==> config.mk <==
export PLATFORM = sky130hd
export DESIGN_NAME = router_pkt_register
export DESIGN_NICKNAME = d
export VERILOG_FILES = /design/src/rtl/router_pkt_register.sv
export SDC_FILE = /design/constraint.sdc
export NUM_CORES = 1
export LEC_CHECK = 0
export ABC_AREA = 1
export CAP_MARGIN = 20
export CORE_ASPECT_RATIO = 1.5
export CORE_MARGIN = 2
export CORE_UTILIZATION = 46
export DETAILED_ROUTE_END_ITERATION = 8
export PLACE_DENSITY = 0.69
export SLEW_MARGIN = 20
export SYNTH_ARGS = -nofsm -noshare
export SYNTH_HDL_FRONTEND = slang
export SYNTH_SLANG_ARGS = --single-unit
export TNS_END_PERCENT = 1
==> constraint.sdc <==
create_clock -name clk -period 1.4 [get_ports clk]
set_input_delay 0.28 -clock clk [delete_from_list [all_inputs] [get_ports clk]]
set_output_delay 0.28 -clock clk [all_outputs]
set_load 0.1 [all_outputs]
==> src/rtl/router_pkt_register.sv <==
// router_pkt_register: 1x3 router datapath stage that registers bytes to the FIFOs, latches the header, holds one byte across FIFO full, and checks packet parity
// Ports:
//   clk, reset (sync, active-low)
//   pkt_valid, data_in   source byte stream (pkt_valid low on the parity byte)
//   fifo_full            full flag of the addressed FIFO
//   detect_add, lfd_state, ld_state, laf_state, full_state, rst_int_reg  FSM strobes (one-hot or idle)
//   dout                 byte to FIFO write port
//   parity_done          parity byte has been taken
//   low_pkt_valid        pkt_valid fell during load
//   err                  parity mismatch for the current packet
module router_pkt_register #(
  parameter int WIDTH = 8
) (
  input  logic             clk,
  input  logic             reset,
  input  logic             pkt_valid,
  input  logic [WIDTH-1:0] data_in,
  input  logic             fifo_full,
  input  logic             detect_add,
  input  logic             lfd_state,
  input  logic             ld_state,
  input  logic             laf_state,
  input  logic             full_state,
  input  logic             rst_int_reg,
  output logic [WIDTH-1:0] dout,
  output logic             parity_done,
  output logic             low_pkt_valid,
  output logic             err
);
  logic [WIDTH-1:0] dout_q, dout_d;
  logic [WIDTH-1:0] header_byte_q, header_byte_d;
  logic [WIDTH-1:0] full_byte_q, full_byte_d;
  logic [WIDTH-1:0] int_parity_q, int_parity_d;
  logic [WIDTH-1:0] pkt_parity_q, pkt_parity_d;
  logic             parity_done_q, parity_done_d;
  logic             low_pkt_valid_q, low_pkt_valid_d;
  logic             err_q, err_d;
  logic             take_ld, take_laf;
  always_comb begin
    // parity byte accepted directly, or replayed from full_byte after a full stall
    take_ld         = ld_state & ~fifo_full & ~pkt_valid;
    take_laf        = laf_state & low_pkt_valid_q & ~parity_done_q;
    header_byte_d   = (detect_add & pkt_valid & (data_in[1:0] != 2'b11)) ? data_in : header_byte_q;
    dout_d          = lfd_state ? header_byte_q :
                      ld_state  ? (fifo_full ? dout_q : data_in) :
                      laf_state ? full_byte_q : dout_q;
    full_byte_d     = (~lfd_state & ld_state & fifo_full) ? data_in : full_byte_q;
    low_pkt_valid_d = rst_int_reg ? 1'b0 : (ld_state & ~pkt_valid) ? 1'b1 : low_pkt_valid_q;
    parity_done_d   = detect_add ? 1'b0 : (take_ld | take_laf) ? 1'b1 : parity_done_q;
    pkt_parity_d    = detect_add ? '0 : take_ld ? data_in : take_laf ? full_byte_q : pkt_parity_q;
    // a byte stalled by full is folded once on its ld cycle, never again on replay
    int_parity_d    = detect_add ? '0 :
                      lfd_state ? (int_parity_q ^ header_byte_q) :
                      (ld_state & pkt_valid & ~full_state) ? (int_parity_q ^ data_in) : int_parity_q;
    err_d           = detect_add ? 1'b0 : parity_done_q ? (int_parity_q != pkt_parity_q) : err_q;
  end
  always_ff @(posedge clk) begin
    if (!reset) begin
      dout_q          <= '0;
      header_byte_q   <= '0;
      full_byte_q     <= '0;
      int_parity_q    <= '0;
      pkt_parity_q    <= '0;
      parity_done_q   <= 1'b0;
      low_pkt_valid_q <= 1'b0;
      err_q           <= 1'b0;
    end else begin
      dout_q          <= dout_d;
      header_byte_q   <= header_byte_d;
      full_byte_q     <= full_byte_d;
      int_parity_q    <= int_parity_d;
      pkt_parity_q    <= pkt_parity_d;
      parity_done_q   <= parity_done_d;
      low_pkt_valid_q <= low_pkt_valid_d;
      err_q           <= err_d;
    end
  end
  assign dout          = dout_q;
  assign parity_done   = parity_done_q;
  assign low_pkt_valid = low_pkt_valid_q;
  assign err           = err_q;
endmodule

run_1/detail.png
Region (32, 9) to (57, 34) um. Cells in grey, sequential cells in the stronger grey; small squares are vias.
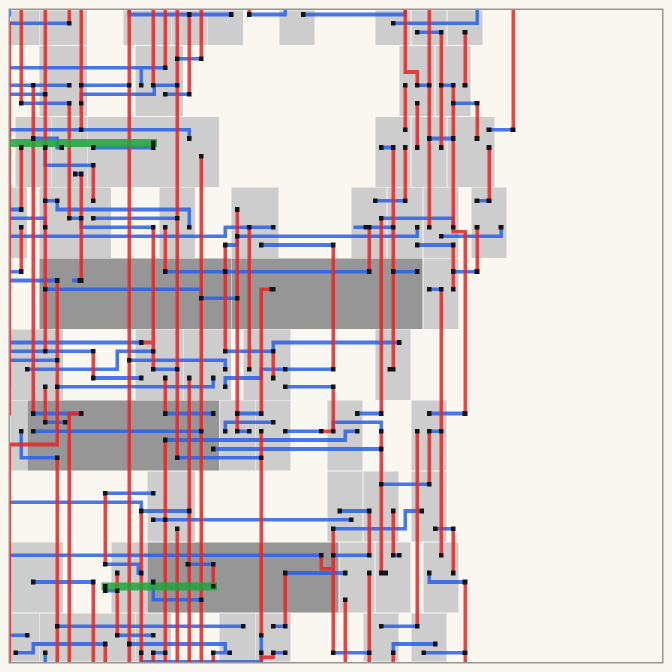
legend:
  metal 1:
    colour: blue
  metal 2:
    colour: red
  metal 3:
    colour: green
most frequent: nand2_1 (15), inv_1 (9)
netlist names of flops here include: `int_parity_q` (2), `pkt_parity_q` (2)
sequential cells in the window: 4
cells with their middle in the window: 47

run_1/congestion.png
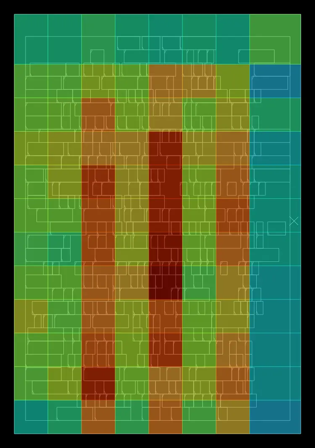
core utilization of the finished layout: 64.7%
average routed wire per standard cell: 13.6 um
global-route track usage on met2: 39.8%

run_1/wires.png
Two of the layers only.
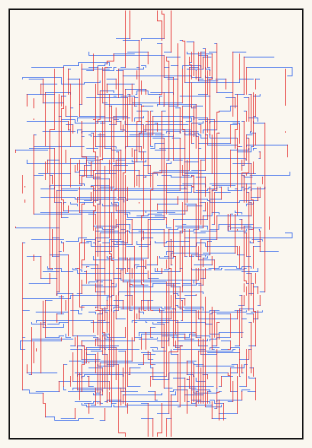
legend:
  metal 2:
    colour: red
    wire_length: 2760 um
  metal 1:
    colour: blue
    wire_length: 2330 um
count of vias placed by the detailed router: 2067
sum of routed wire length over all layers: 5.36 mm
total track usage: 23.0%

## run 1: per-stage QoR
stage | std cells | utilization [%] | cell area, um^2 | setup TNS [ps] | setup slack, ps
2_1_floorplan | 296 | - | 2080 | -57.1 | -16.3
3_3_place_gp | 381 | 61.9 | 2650 | -7730 | -258
3_5_place_dp | 381 | 61.9 | 2650 | -9070 | -300
4_1_cts | 389 | 63.9 | 2730 | 0 | 20.0
5_1_grt | 393 | 64.7 | 2770 | -3.11 | -2.42
6_report | 393 | 64.7 | 2770 | 0 | 56.1
## run 1: Yosys cell counts (all sizes together)
cell type,count,share of area [%]
a211oi,4,1.5
nand3,17,4.1
inv,42,7.9
nor3,14,3.4
nor2,37,7.6
dfxtp,43,42
nand2,57,11
o21ai,38,9.9
o211ai,4,1.5
buf,8,2.8
clkbuf,1,0.18
a21oi,29,7.7
xnor2,2,0.85
## run 1: logic make-up after synthesis
group / synth area share [%]
simple gates: 26.2
compound gates: 20.5
buf+inv: 10.8
flops: 41.6
xor+xnor: 0.846
## run 1: registers in the layout (all words and copies together) (netlist names)
signal / cells
err: 1
pkt_parity_q: 8
int_parity_q: 8
dout: 8
low_pkt_valid: 1
full_byte_q: 8
header_byte_q: 8
parity_done: 1
## run 1: routing by layer
metal,vias to the layer above,routed length (um),track usage (%)
met5,-,0,0
met4,0,44,7.02
met3,4,228,5.07
met2,55,2760,39.8
met1,941,2330,28.0
li1,1067,-,-
## run 1: power groups by stage
| stage | combinational [mW] | clock, mW | sequential, mW |
|---|---|---|---|
| after floorplan | 0.218 | 0 | 1.48 |
| after global placement | 0.607 | 0 | 1.35 |
| after detailed placement | 0.612 | 0 | 1.35 |
| after CTS | 0.615 | 0.803 | 1.32 |
| after global routing | 0.674 | 0.847 | 1.33 |
| final | 0.625 | 0.775 | 1.32 |
## run 1: what timing repair did
action / 4_1_cts / 5_1_grt
setup buffers: 0 / 4
endpoints found under the hold margin: 0 / 0
hold buffers: 0 / 0
resized: 0 / 2
setup endpoints to repair: 0 / 11
## run 1: layout make-up
cell class,count,area (um^2),area share [%]
inverters,42,163,5.87
clock inverters,2,11.3,0.407
well taps,46,57.6,2.08
flip-flops and latches,43,866,31.3
repair buffers,52,608,22.0
clock buffers,6,72.6,2.62
multi-input cells,202,991,35.8
## run 1: how the worst max path moves through the flow
stage	start	end	depth (start not counted)
after global routing	pkt_valid	int_parity_q[4]	6
after floorplan	parity_done	pkt_parity_q[2]	5
final	pkt_valid	int_parity_q[4]	6
after detailed placement	ld_state	dout[3]	7
after global placement	ld_state	dout[3]	7
after CTS	ld_state	dout[1]	7
## run 1: worst max-delay path, stage by stage
cell and delay, ps:
sky130_fd_sc_hd__clkdlybuf4s50_1 570, sky130_fd_sc_hd__nand2_1 120, sky130_fd_sc_hd__nor2_4 210, sky130_fd_sc_hd__nand3_1 130, sky130_fd_sc_hd__a21oi_1 160, sky130_fd_sc_hd__nor2_1 60
==> summary.txt, run 1 <==
Notes on the flow run.

- For this design the static power due to leakage is ~1.2 nW.
- The number of nets at the end of the flow is about 360, for reference.
- The combinational share of power is approximately 23%, for reference.
- During I/O placement, the number of pins put on the boundary was 29.
- The first detailed-routing pass ran for 7 iterations.
- The total CTS buffers is 5, for reference.
- The final hold violation count recorded for this run is 0.
- The total cells reported by yosys after synthesis is 296, for reference.
- Cell internal power was estimated by the tool at around 1.9 mW.
- The clock transition at the register clock pins on the worst setup and hold paths after CTS is 80 ps, for reference.
- The clock network burns 28.5% of the power.
- The number of clock sinks is about 43, for reference.
- The yosys warning tally is 0, for reference.
- The number of rows in the core area is 29, for reference.
- The final reports fail on design-rule violations.
- The portion of the post-synthesis area used by sequential elements is between 40% and 50%, for reference.
- The maximum number of pins on one net before global-route repair is 20, for reference.
- After floorplanning, the die was sized to cover around 0.0051 mm^2.
- The run finished, with violations left.
- The peak supply drop is roughly 0.0008 V, for reference.
- The launching point of the worst reg2reg path is parity_done, for reference.
- The post-route minimum period is 1340 ps, for reference.
- Per the OpenROAD floorplan log, the width of the die is between 50 and 60 um.
- STA classifies the critical path endpoint as a flip-flop.
- The start-to-end type of the worst setup path is primary input to flip-flop, for reference.
- The cell at the root of the clock tree is sky130_fd_sc_hd__clkbuf_8, for reference.
- The most used logic cell in the final layout is sky130_fd_sc_hd__nand2_1, for reference.
- The cell area after technology mapping is 0.00207 mm^2, for reference.
- Leaving out fill and tap cells, the most frequent cells in the layout are sky130_fd_sc_hd__nand2_1, sky130_fd_sc_hd__dfxtp_1, sky130_fd_sc_hd__inv_1, sky130_fd_sc_hd__nor2_1, sky130_fd_sc_hd__a21oi_1.
- The quantity of I/O buffers inserted on ports is 28, for reference.
- The estimated wirelength of the detail-placed design is between 4 and 5 mm, for reference.
- The slack of the worst reg-to-reg path is about 280 ps, for reference.
- The routability-driven placement congestion ratio is about 0.9, for reference.
- Clock latency on the worst-skew pair, taken at its later pin, is approximately 290 ps.
- The pin slew with the least headroom to its limit is about 280 ps, for reference.
- The final power report lists total power as between 2 and 3 mW.
- TritonRoute reported its final design rule violation total as 1.
- The CTS tree is done, for reference.
- The sequential power share is 48.6%, for reference.
- The power per cell area is between 900 and 1000 mW/mm^2, for reference.
- The global route stage reports its total congestion overflow as 0.
- For the worst min-delay path, the startpoint reported by OpenROAD is full_byte_q[7].
- The deepest level of the CTS H-tree is 2, for reference.
- The gate count of the mapped netlist is about 300, for reference.
==> run 2, diff against run 1 <==
Settings changed: SETUP_SLACK_MARGIN set to 0.1.
run_2/sizes.png
Bar = 20 um.
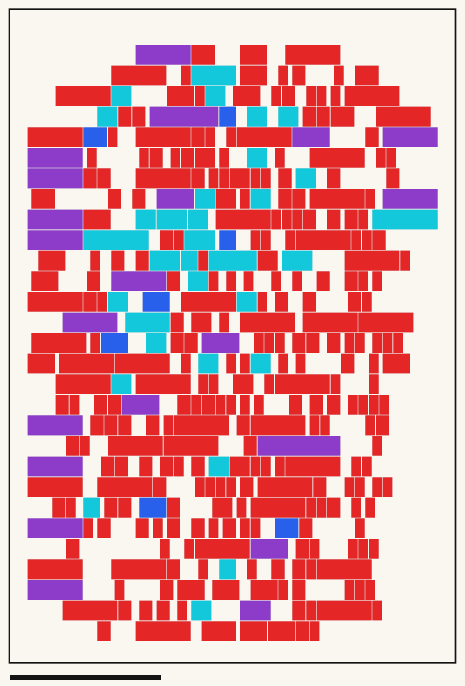
legend:
  _6 and larger:
    colour: purple
    cells: 21
    share: 6.1%
  _3 and _4 cells:
    colour: cyan
    cells: 32
    share: 9.2%
  _0 and _1 cells:
    colour: red
    cells: 286
    share: 83%
  _2 cells:
    colour: blue
    cells: 7
    share: 2.0%

==> summary.txt, run 2 <==
Notes on the flow run.

- The area of all placed cells without fillers is 0.00282 mm^2 (+2.0%), for reference.
- After synthesis, the most frequently instantiated cells are sky130_fd_sc_hd__nand2_1, sky130_fd_sc_hd__dfxtp_1, sky130_fd_sc_hd__inv_1.
- The endpoint kind of the worst setup timing path is a flip-flop, for reference.
- The number of clock sinks is 43 (unchanged), for reference.
- The power consumption was 3.03 mW (+11%).
- Yosys attributes the largest share of cell area to sky130_fd_sc_hd__dfxtp_1, sky130_fd_sc_hd__nand2_1, sky130_fd_sc_hd__inv_1, sky130_fd_sc_hd__a21oi_1, sky130_fd_sc_hd__nor2_1.
- The area fraction of the dominant cell type after synthesis was 41.6% (unchanged).
- The total of hold buffers inserted after clock tree synthesis is 0 (unchanged), for reference.
- The number of nets at the end of the flow came to 363 (-0.27%).
- The total cells reported by yosys after synthesis is 296 (unchanged), for reference.
- The number of rows in the core area is 29 (unchanged), for reference.
- The final reports fail on design-rule violations.
- The maximum number of pins on one net before global-route repair was 20 (unchanged).
- The share of async-settable or async-resettable flops after synthesis came to 0% (unchanged).
- The cell leakage power was 1.22 nW (+1.4%).
- The cell area after technology mapping was 0.00207 mm^2 (unchanged).
- The library cell contributing the largest single delay on the critical path is sky130_fd_sc_hd__clkdlybuf4s50_1, for reference.
- The DRC violations left came to 2 (+1).
- The boundary pin count is 29 (unchanged).
- TritonCTS built the clock tree.
- In the post-synthesis netlist, the cell with the most instances is sky130_fd_sc_hd__nand2_1.
- The run finished, with violations left.
- The clock transition at the register clock pins on the worst setup and hold paths after CTS is 70 ps (about the same), for reference.
- The vias after detailed routing is 2025 (-2.0%), for reference.
- The pin slew with the least headroom to its limit came to 281 ps (-2.50 ps).
- The wire length per cell after detailed routing is 13.5 um (-0.92%).
- The largest stage delay on the critical path is 530 ps (-40 ps), for reference.
- The combined global-route utilization of all metal layers is 23.2% (+0.22 points).
- The gate count of the mapped netlist is 296 (unchanged), for reference.
[run 2: final timing paths]
| kind | startpoint | to | slack (ps) | cells after the start |
|---|---|---|---|---|
| worst max register to register | parity_done | pkt_parity_q[2] | 190 | 6 |
| worst min-delay path | full_byte_q[4] | full_byte_q[4] | 470 | 2 |
| worst min register to register | full_byte_q[4] | full_byte_q[4] | 470 | 2 |
| worst max-delay path | laf_state | pkt_parity_q[2] | 130 | 6 |
[run 2: worst max-delay path: cells and delay by family]
| family | cells | cell delay (ps) |
|---|---|---|
| buf+inv | 2 | 700 |
| simple gates | 2 | 230 |
| compound gates | 2 | 290 |
[run 2: power breakdown]
part | switching (mW) | internal, mW | leakage, nW
clock | 0.436 | 0.641 | 0.0636
sequential | 0.0424 | 1.28 | 0.353
combinational | 0.378 | 0.250 | 0.800
total | 0.857 | 2.17 | 1.22
[run 2: per-layer routing]
| layer | global-route usage (%) | up-vias | wire [um] |
|---|---|---|---|
| li1 | - | 1056 | - |
| met5 | 0 | - | 0 |
| met3 | 4.63 | 11 | 241 |
| met4 | 9.92 | 0 | 142 |
| met1 | 28.1 | 903 | 2310 |
| met2 | 39.3 | 55 | 2610 |
[run 2: what timing repair did]
item | 4_1_cts | 5_1_grt
buffers inserted | 3 | 0
hold endpoints to repair | 0 | 0
gates cloned | 0 | 0
setup endpoints to repair | 19 | 9
pin swaps | 2 | 1
gates resized | 3 | 10
[run 2: logic make-up after synthesis]
| family | count (synthesis) | share of synthesized area [%] |
|---|---|---|
| XOR/XNOR | 2 | 0.846 |
| AND/OR/NAND/NOR | 125 | 26.2 |
| buffers and inverters | 51 | 10.8 |
| AND-OR/OR-AND | 75 | 20.5 |
| flip-flops | 43 | 41.6 |
[run 2: stage by stage]
step | hold WS [ps] | worst slack [ps] | std cells | utilization [%]
floorplan | 343 | 101 | 296 | -
global route | 503 | 53.9 | 392 | 66.0
detailed placement | 459 | -306 | 381 | 61.7
finish | 473 | 133 | 392 | 66.0
global placement | 449 | -278 | 381 | 61.7
CTS | 472 | 114 | 392 | 65.2
[run 2: cell type report]
| type | count | area, um^2 | share of cell area, % |
|---|---|---|---|
| inverter | 42 | 165 | 5.85 |
| timing repair buffer | 51 | 592 | 21.0 |
| clock buffer | 7 | 97.6 | 3.46 |
| tap | 46 | 57.6 | 2.04 |
| sequential | 43 | 868 | 30.7 |
| multi-input combinational | 202 | 1010 | 35.9 |
| clock inverter | 1 | 30.0 | 1.06 |
==> run 3, diff against run 2 <==
Settings changed: CELL_PAD_IN_SITES_DETAIL_PLACEMENT set to 1, CELL_PAD_IN_SITES_GLOBAL_PLACEMENT set to 1, CORE_UTILIZATION 46 to 38, PLACE_DENSITY 0.69 to not set, PLACE_DENSITY_LB_ADDON set to 0.1.
==> summary.txt, run 3 <==
Notes on the flow run.

- The power consumption was 2.77 mW (-8.3%).
- TritonCTS built the clock tree.
- The cell leakage power is 1.22 nW (about the same).
- The wire length per cell after detailed routing was 14.6 um (+7.7%).
- The count of placed standard cells in the final layout, fillers left out was 415 (+5.9%).
- The cell total after placement is 406 (+6.6%), for reference.
- The flow ran to the end, and the final reports show no timing, DRC or antenna violations.
- The vias after detailed routing was 2042 (+0.84%).
- The total cells reported by yosys after synthesis is 296 (unchanged), for reference.
- In the post-synthesis netlist, the biggest area contributors are sky130_fd_sc_hd__dfxtp_1, sky130_fd_sc_hd__nand2_1, sky130_fd_sc_hd__inv_1, sky130_fd_sc_hd__a21oi_1, sky130_fd_sc_hd__nor2_1.
- The worst hold slack across all endpoints is 464 ps (-9.21 ps), for reference.
- The gate count of the mapped netlist is 296 (unchanged), for reference.
- After synthesis, the most frequently instantiated cells are sky130_fd_sc_hd__nand2_1, sky130_fd_sc_hd__dfxtp_1, sky130_fd_sc_hd__inv_1.
- The maximum number of pins on one net before global-route repair was 20 (unchanged).
- Yosys instantiated no cell more often than sky130_fd_sc_hd__nand2_1.
- The share of async-settable or async-resettable flops after synthesis was 0% (unchanged).
- The boundary pin count is 29 (unchanged), for reference.
- The library cell contributing the largest single delay on the critical path is sky130_fd_sc_hd__clkdlybuf4s50_1, for reference.
- The DRC violations left is 0 (-2).
- The critical path buffer and inverter count is 3 (+1), for reference.
[run 3: cell counts after synthesis]
Identical to the previous run, type by type.
[run 3: cells by family after synthesis]
group                     synth area share, %
and+or+nand+nor                          26.2
AOI/OAI and AO/OA                        20.5
buffers and inverters                    10.8
DFF                                      41.6
xor gates and xnor gates                0.846
[run 3: final timing paths]
check	startpoint	end	slack, ps	depth (start not counted)
hold reg to reg	full_byte_q[4]	full_byte_q[4]	460	2
setup / recovery	fifo_full	dout[1]	120	7
hold / removal	full_byte_q[4]	full_byte_q[4]	460	2
setup reg to reg	parity_done	pkt_parity_q[2]	170	6
[run 3: layout make-up]
| cell class | count | area (um^2) | area share (%) |
|---|---|---|---|
| Clock buffer | 7 | 86.3 | 3.07 |
| Clock inverter | 1 | 5.00 | 0.178 |
| Inverter | 42 | 163 | 5.78 |
| Multi-Input combinational cell | 202 | 993 | 35.3 |
| Sequential cell | 43 | 868 | 30.8 |
| Tap cell | 68 | 85.1 | 3.02 |
| Timing Repair Buffer | 52 | 614 | 21.8 |
[run 3: repair_timing]
| item | 4_1_cts | 5_1_grt |
|---|---|---|
| resized | 2 | 5 |
| pin swaps | 1 | 0 |
| buffers inserted | 0 | 1 |
| setup endpoints to repair | 16 | 14 |
| hold buffers | 0 | 0 |
[run 3: power by group]
group | switching [mW] | total, mW | internal (mW)
logic | 0.378 | 0.626 | 0.248
registers | 0.0444 | 1.32 | 1.28
clock network | 0.426 | 0.825 | 0.398
[run 3: tightest hold or removal path, stage by stage, from the launching register on]
cell and delay (ps):
sky130_fd_sc_hd__dfxtp_1 310, sky130_fd_sc_hd__nand2_1 60, sky130_fd_sc_hd__a21oi_1 50
[run 3: routing by layer]
layer | share of wire [%] | track usage (%) | wire length, um
met3 | 2.6 | 4.17 | 154
met5 | 0 | 0 | 0
met4 | 1.4 | 7.09 | 83
met2 | 51 | 37.6 | 3060
met1 | 45 | 28.4 | 2750
[run 3: through the flow]
stage	setup slack, ps	cell area (um^2)
floorplan	101	2080
global placement	-284	2700
detailed placement	-305	2700
CTS	66.0	2790
global route	65.2	2820
finish	115	2820
run_3/congestion.png
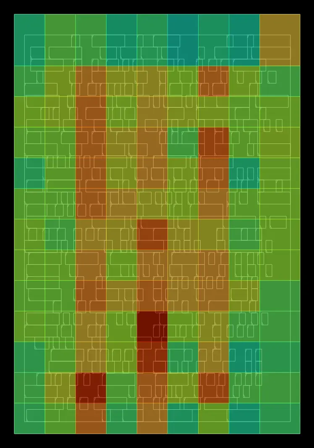
GRT met3 Usage: 4.17%
global-route track usage on met2: 37.6%
peak-usage layer in the global routing report: met2
core utilization of the finished layout: 54.1%
total track usage: 22.2%


==> gallery <==
PDN straps and rails.
Bar = 20 um. Pins as bars on the die edge. Tap cells in grey.
(a)
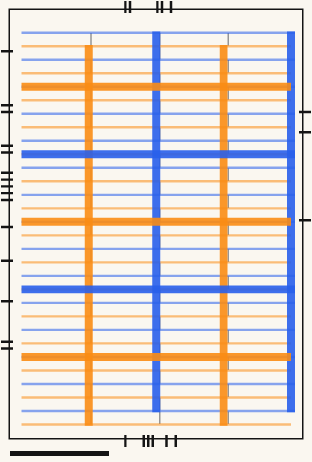
(b)
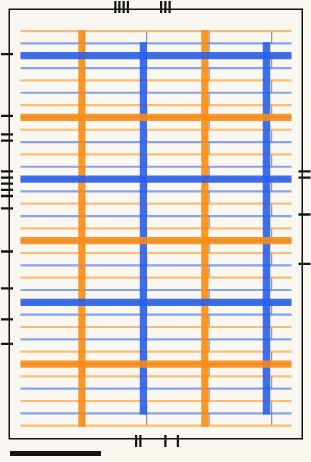
| picture | from |
|---|---|
| (b) | run 3 |
| (a) | run 2 |
- largest die: (b)

Key to (a):
legend:
  VDD:
    colour: blue
  VSS:
    colour: orange
met5 straps: 5
signal pins: 29
met4 straps: 4

No activity file was given, so power comes from the tool's default toggle rates.
